### config.mk
export PLATFORM = sky130hd
export DESIGN_NAME = if_fetch_unit
export DESIGN_NICKNAME = d
export VERILOG_FILES = /design/src/rtl/if_pkg.sv /design/src/rtl/fetch_fifo.sv /design/src/rtl/if_fetch_unit.sv
export SDC_FILE = /design/constraint.sdc
export NUM_CORES = 1
export LEC_CHECK = 0
export CORE_MARGIN = 3
export CORE_UTILIZATION = 35
export CTS_CLUSTER_SIZE = 28
export DETAILED_ROUTE_END_ITERATION = 10
export PLACE_DENSITY = 0.65
export SYNTH_ARGS = -nofsm -noshare
export SYNTH_HDL_FRONTEND = slang
export SYNTH_HIERARCHICAL = 1
export SYNTH_SLANG_ARGS = --single-unit
### constraint.sdc
create_clock -name clk -period 11.5 [get_ports clk]
set_input_delay 1.15 -clock clk [delete_from_list [all_inputs] [get_ports clk]]
set_output_delay 1.15 -clock clk [all_outputs]
set_load 0.005 [all_outputs]
### src/rtl/if_pkg.sv
// Shared widths and the fetch-entry record for the instruction-fetch stage.
package if_pkg;
  localparam int XLEN        = 64;
  localparam int ILEN        = 32;
  localparam int INSTR_BYTES = 4;

  typedef struct packed {
    logic [XLEN-1:0] pc;
    logic [ILEN-1:0] instr;
  } fetch_entry_t;
endpackage

### src/rtl/fetch_fifo.sv
// Small power-of-two FIFO of arbitrary element type; async reset, sync clear.
module fetch_fifo #(
  parameter type T     = logic [63:0],
  parameter int  DEPTH = 2,
  localparam int AW    = (DEPTH > 1) ? $clog2(DEPTH) : 1,
  localparam int CW    = $clog2(DEPTH + 1)
) (
  input  logic          clk,
  input  logic          rst_n,
  input  logic          clr_i,
  input  logic          push_i,
  input  T              wdata_i,
  input  logic          pop_i,
  output T              rdata_o,
  output logic          empty_o,
  output logic          full_o,
  output logic [CW-1:0] count_o
);
  T              mem_q [DEPTH];
  logic [AW-1:0] wptr_q, rptr_q;
  logic [CW-1:0] cnt_q;
  logic          do_push, do_pop;

  assign empty_o = (cnt_q == '0);
  assign full_o  = (cnt_q == CW'(DEPTH));
  assign count_o = cnt_q;
  assign rdata_o = mem_q[rptr_q];
  // A pop frees the slot the same cycle, so push-on-full is legal alongside it.
  assign do_pop  = pop_i && !empty_o;
  assign do_push = push_i && (!full_o || do_pop);

  always_ff @(posedge clk) begin
    if (do_push && !clr_i) mem_q[wptr_q] <= wdata_i;
  end

  always_ff @(posedge clk or negedge rst_n) begin
    if (!rst_n) begin
      wptr_q <= '0;
      rptr_q <= '0;
      cnt_q  <= '0;
    end else if (clr_i) begin
      wptr_q <= '0;
      rptr_q <= '0;
      cnt_q  <= '0;
    end else begin
      if (do_push) wptr_q <= wptr_q + 1'b1;
      if (do_pop)  rptr_q <= rptr_q + 1'b1;
      cnt_q <= cnt_q + CW'(do_push) - CW'(do_pop);
    end
  end
endmodule

### src/rtl/if_fetch_unit.sv
// Instruction-fetch stage: owns the PC, issues credit-limited fetches, queues {instr, pc}.
// Optional perf counters (fetched/stall/dropped) are built when IF_PERF_EN is defined.
module if_fetch_unit
  import if_pkg::*;
#(
  parameter logic [63:0] RESET_PC = 64'h0,
  parameter int          QDEPTH   = 2
) (
  input  logic        clk,
  input  logic        rst_n,
  output logic        imem_req_valid,
  input  logic        imem_req_ready,
  output logic [63:0] imem_req_addr,
  input  logic        imem_rsp_valid,
  input  logic [31:0] imem_rsp_data,
  input  logic        redirect_valid,
  input  logic [63:0] redirect_pc,
  output logic        fetch_valid,
  input  logic        fetch_ready,
  output logic [31:0] fetch_instr,
  output logic [63:0] fetch_pc,
  output logic        if_flush
`ifdef IF_PERF_EN
  ,
  output logic [31:0] perf_fetched,
  output logic [31:0] perf_stall,
  output logic [31:0] perf_dropped
`endif
);
  localparam int CW = $clog2(QDEPTH + 1);

  logic [XLEN-1:0] pc_q, pc_d;
  logic [CW-1:0]   out_q, out_d, drop_q, drop_d;
  logic [CW:0]     used;
  logic            pop_fire, req_hs, rsp_keep, rsp_drop;
  logic [XLEN-1:0] pend_head;
  fetch_entry_t    oq_wdata, oq_head;
  logic            oq_empty, oq_full, pend_empty, pend_full;
  logic [CW-1:0]   oq_count, pend_count;
  logic            unused_fifo_status;

  assign unused_fifo_status = ^{oq_full, pend_empty, pend_full, pend_count};

  assign pop_fire = fetch_valid && fetch_ready && !redirect_valid;
  // A pop in this cycle hands its slot back, which keeps single-cycle memory at full rate.
  assign used     = {1'b0, out_q} + {1'b0, oq_count} - (CW+1)'(pop_fire);
  assign imem_req_valid = rst_n && !redirect_valid && (used < (CW+1)'(QDEPTH));
  assign imem_req_addr  = pc_q;
  assign req_hs   = imem_req_valid && imem_req_ready;
  assign rsp_keep = imem_rsp_valid && !redirect_valid && (drop_q == '0);
  assign rsp_drop = imem_rsp_valid && !rsp_keep;
  assign if_flush = redirect_valid && rst_n;

  always_comb begin
    pc_d   = pc_q;
    out_d  = out_q + CW'(req_hs) - CW'(imem_rsp_valid);
    drop_d = drop_q;
    if (redirect_valid) begin
      pc_d   = {redirect_pc[63:2], 2'b00};
      drop_d = out_q - CW'(imem_rsp_valid);
    end else begin
      if (req_hs) pc_d = pc_q + XLEN'(INSTR_BYTES);
      if (imem_rsp_valid && drop_q != '0) drop_d = drop_q - 1'b1;
    end
  end

  always_ff @(posedge clk or negedge rst_n) begin
    if (!rst_n) begin
      pc_q   <= RESET_PC;
      out_q  <= '0;
      drop_q <= '0;
    end else begin
      pc_q   <= pc_d;
      out_q  <= out_d;
      drop_q <= drop_d;
    end
  end

  fetch_fifo #(.T(logic [XLEN-1:0]), .DEPTH(QDEPTH)) u_pend_fifo (
    .clk     (clk),
    .rst_n   (rst_n),
    .clr_i   (redirect_valid),
    .push_i  (req_hs),
    .wdata_i (pc_q),
    .pop_i   (rsp_keep),
    .rdata_o (pend_head),
    .empty_o (pend_empty),
    .full_o  (pend_full),
    .count_o (pend_count)
  );

  assign oq_wdata = '{pc: pend_head, instr: imem_rsp_data};

  fetch_fifo #(.T(fetch_entry_t), .DEPTH(QDEPTH)) u_out_fifo (
    .clk     (clk),
    .rst_n   (rst_n),
    .clr_i   (redirect_valid),
    .push_i  (rsp_keep),
    .wdata_i (oq_wdata),
    .pop_i   (pop_fire),
    .rdata_o (oq_head),
    .empty_o (oq_empty),
    .full_o  (oq_full),
    .count_o (oq_count)
  );

  assign fetch_valid = !oq_empty;
  assign fetch_instr = oq_empty ? '0 : oq_head.instr;
  assign fetch_pc    = oq_empty ? '0 : oq_head.pc;

`ifdef IF_PERF_EN
  logic [31:0] fetched_q, stall_q, dropped_q;

  always_ff @(posedge clk or negedge rst_n) begin
    if (!rst_n) begin
      fetched_q <= '0;
      stall_q   <= '0;
      dropped_q <= '0;
    end else begin
      if (pop_fire)                    fetched_q <= fetched_q + 32'd1;
      if (fetch_valid && !fetch_ready) stall_q   <= stall_q + 32'd1;
      if (rsp_drop)                    dropped_q <= dropped_q + 32'd1;
    end
  end

  assign perf_fetched = fetched_q;
  assign perf_stall   = stall_q;
  assign perf_dropped = dropped_q;
`endif
endmodule

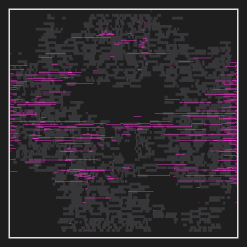
**Above:** signal wires on met3.
(1 px per um)
main direction = horizontal
nets with wire on the layer = 243
longest straight run = 75.4 um
wire length on this layer = 3530 um
share of all routed wire = 7.7%
met3 usage: 3.97%
final wirelength: 45.7 mm
total number of vias: 11220

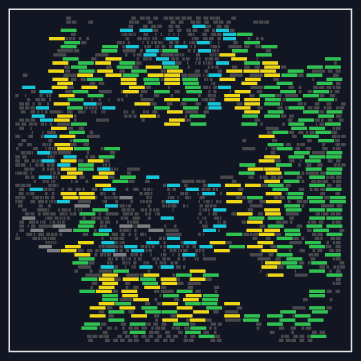
**Above:** sequential cells colored by netlist name.
(1.5 px per um)
yellow -> u_pend_fifo/mem_q  # flops 128
green -> u_out_fifo/mem_q  # flops 192, where widely spread
cyan -> imem_req_addr  # flops 62

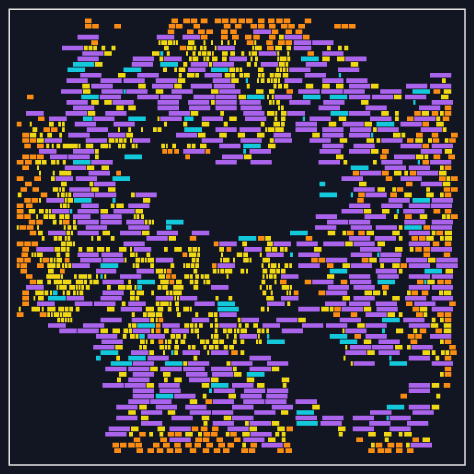
**Above:** placement by cell class.
(2 px per um)
purple -> sequential cells  # cells 394
cyan -> clock drivers and dummy loads  # cells 82
orange -> remaining buffers and delay cells  # cells 281
yellow -> combinational and other logic  # cells 741
Finished Core Util: 45.5%
core area: 48000 sq um
Seq/total area: 52.5%
Rows: 80
post-route cell area: 21900 sq um

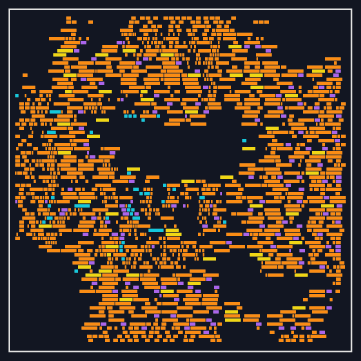
**Above:** sizing map.
(1.5 px per um)
cyan -> _3 and _4 cells  # cells 36, share 2.4%
orange -> _0 and _1 cells  # cells 1271, share 85%
purple -> _2 cells  # cells 137, share 9.1%
yellow -> _6 and larger  # cells 54, share 3.6%
Final WS setup: 5410 ps
Non-CTS buffers: 281

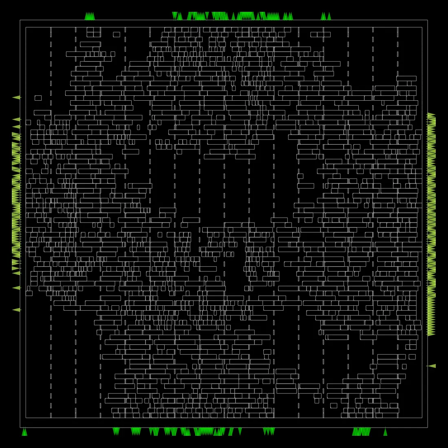
**Above:** cell outlines without signal wires.
Fill cells: 4276
final std cells w/o fill: 2114
TAP cells: 615
Flops: 394

==> run_results.csv <==
group,metric,value,unit
finish,inv_count,21,
worst_setup_path,critPathSlowestCell,"buf_2",
clocking,htreeDepth,2,
finish,drive_gt1_share,15.2,%
final_timing,min_period,6090,ps
worst_setup_path,crit_end,"imem_req_addr[15]",
worst_setup_path,critPathMaxStageDelay,730,ps
hold_path,worstHoldStart,"u_pend_fifo/mem_q[0][3]",
worst_setup_path,critPathMaxFanout,47,
detailed_routing,dr_wl_met3,3.53,mm
detailed_routing,dr.pass1.iters,7,
placement,place_ws,4950,ps
finish,nonClkBufAreaFrac,12.6,%
grt,use_met2,27.9,%
logic_synthesis,synthCells,1190,
final_timing,hold_viol,0,
detailed_routing,drt_iter0_drc,808,
worst_setup_path,cp-end-kind,"flip-flop",
logic_synthesis,syn_area,17100,sq um
finish,final_cell_mix,"edfxtp_1 (320), clkdlybuf4s50_1 (258), mux2_2 (115)",
grt,grt_use_total,17.4,%
worst_setup_path,r2r_slack,6000,ps
clocking,post-cts-setup-buffers,0,
final_timing,maxSlewHeadroom,25.1,%
finish,syn_to_final_growth,27.8,%
finish,clk_share,6.71,%
clocking,cts_sinks,394,
power_and_ir_drop,irDropWorstVdd,96.6,uV
finish,clkbuf_count,61,
worst_setup_path,path_class,"in -> reg",
logic_synthesis,ys_warn_count,6,
finish,nNetsFinal,1575,
detailed_routing,wl_met1,19.6,mm
detailed_routing,met2_length,21.0,mm
grt,grt_first_pass_wirelength,68.2,mm
worst_setup_path,critPathBufInv,6,
die,fp-utilization,35.6,%
placement,hpwl,29.1,mm
finish,diodes,1,
worst_setup_path,cp_num_cells,15,
grt,busiest_layer,"met2",
detailed_routing,drc,0,
die,die_x,227,um
logic_synthesis,syn_avg_cell_area,14.4,sq um
grt,antenna_found_initial,2,
final_timing,worst_hold_slack,548,ps
grt,grt-ovfl-total,0,
final_timing,rsz0062_at_grt,"false",
power_and_ir_drop,power_leakage,7.28,nW
worst_setup_path,arrival,6510,ps
worst_setup_path,cp.required,11920,ps
clocking,clk_path_buf_depth,3,
worst_setup_path,cpLargestDelayFamily,"buffers and inverters",
worst_setup_path,reg2reg_from,"u_out_fifo/count_o[1]",
worst_setup_path,crit_chain,"buf_2 > clkinv_1 > buf_4 > and3_1 > ha_1 > nand2b_1 > fa_1 > xnor2_1 > or2_2 > clkinv_1 > buf_4 > nor2_2 > buf_4 > o21ai_0 > o311ai_0",
worst_setup_path,critPathLaunch,"redirect_valid",
hold_path,whs_endpoint,"u_out_fifo/mem_q[1][35]",
detailed_routing,top_layer_used,"met5",
die,io_pins,265,
detailed_routing,wl_per_cell,21.6,um
clocking,clk_pin_slew_worst_paths,60,ps
final_timing,skew,16.8,ps
worst_setup_path,cp-start-kind,"input pin",
placement,place_inst,2031,
finish,comb.multi_input.count,720,
grt,grt_max_degree,73,
clocking,cts-root-buf,"clkbuf_16",
final_timing,drv_slew,0,
placement,placed_area,20400,sq um
die,die_y,227,um
hold_path,min_path_cells,1,
final_timing,setup_viol,0,
worst_setup_path,rr_endpoint,"imem_req_addr[15]",
finish,seq_area,11500,sq um
finish,largest_class,"flip-flops and latches",
clocking,clkLatencyLatePin,560,ps
grt,grt_use_met1,23.1,%
detailed_routing,via_per_inst,5.31,
finish,lay_top_count,"edfxtp_1",
die,dieArea,51600,sq um
finish,comb_share,24.4,%
run,log.warning_count,28,
final_timing,fmax,0.164,GHz
placement,place_congestion,0.792,
placement,port_buffers,260,
final_timing,period_used_share,52.9,%
final_timing,tightest_slew,1120,ps
run_status,outcome,"completed",
hold_path,hold_class,"reg -> reg",
grt,grt_pass1_vias,11448,
clocking,cts_tree,"built",
finish,logic_area,5330,sq um
clocking,numCtsBuffers,45,
final_timing,tns,0,ps
detailed_routing,ant_nets,0,
power_and_ir_drop,power,0.00346,W
clocking,postCtsResizedCells,0,
power_and_ir_drop,powerDensity,158,nW/um^2
worst_setup_path,crit_top_cell,"buf_4",
run,drv_cap,0,
worst_setup_path,rr_worst_depth,14,
clocking,hold_buffers,0,
==> sequential cells by signal, indices dropped and copies added (netlist names) <==
register and cells:
drop_q 2, imem_req_addr 62, out_q 2, u_out_fifo/count_o 2
u_out_fifo/mem_q 192, u_out_fifo/rptr_q 1, u_out_fifo/wptr_q 1, u_pend_fifo/count_o 2
u_pend_fifo/mem_q 128, u_pend_fifo/rptr_q 1, u_pend_fifo/wptr_q 1
==> worst register-to-register path: cells and delay by family (launching register included) <==
family                   cells  cell delay (ps)
AND-OR/OR-AND                2              260
adder cells (fa/ha/maj)      2              700
AND/OR/NAND/NOR              5             1880
XOR/XNOR                     1              350
buffers and inverters        4             1700
flip-flops                   1              470
==> power by group <==
part,internal [W],switching (W)
Sequential,0.00163,0.0000944
Combinational,0.000171,0.000165
Clock,0.000851,0.000556
Power and IR drop assume default switching activity.
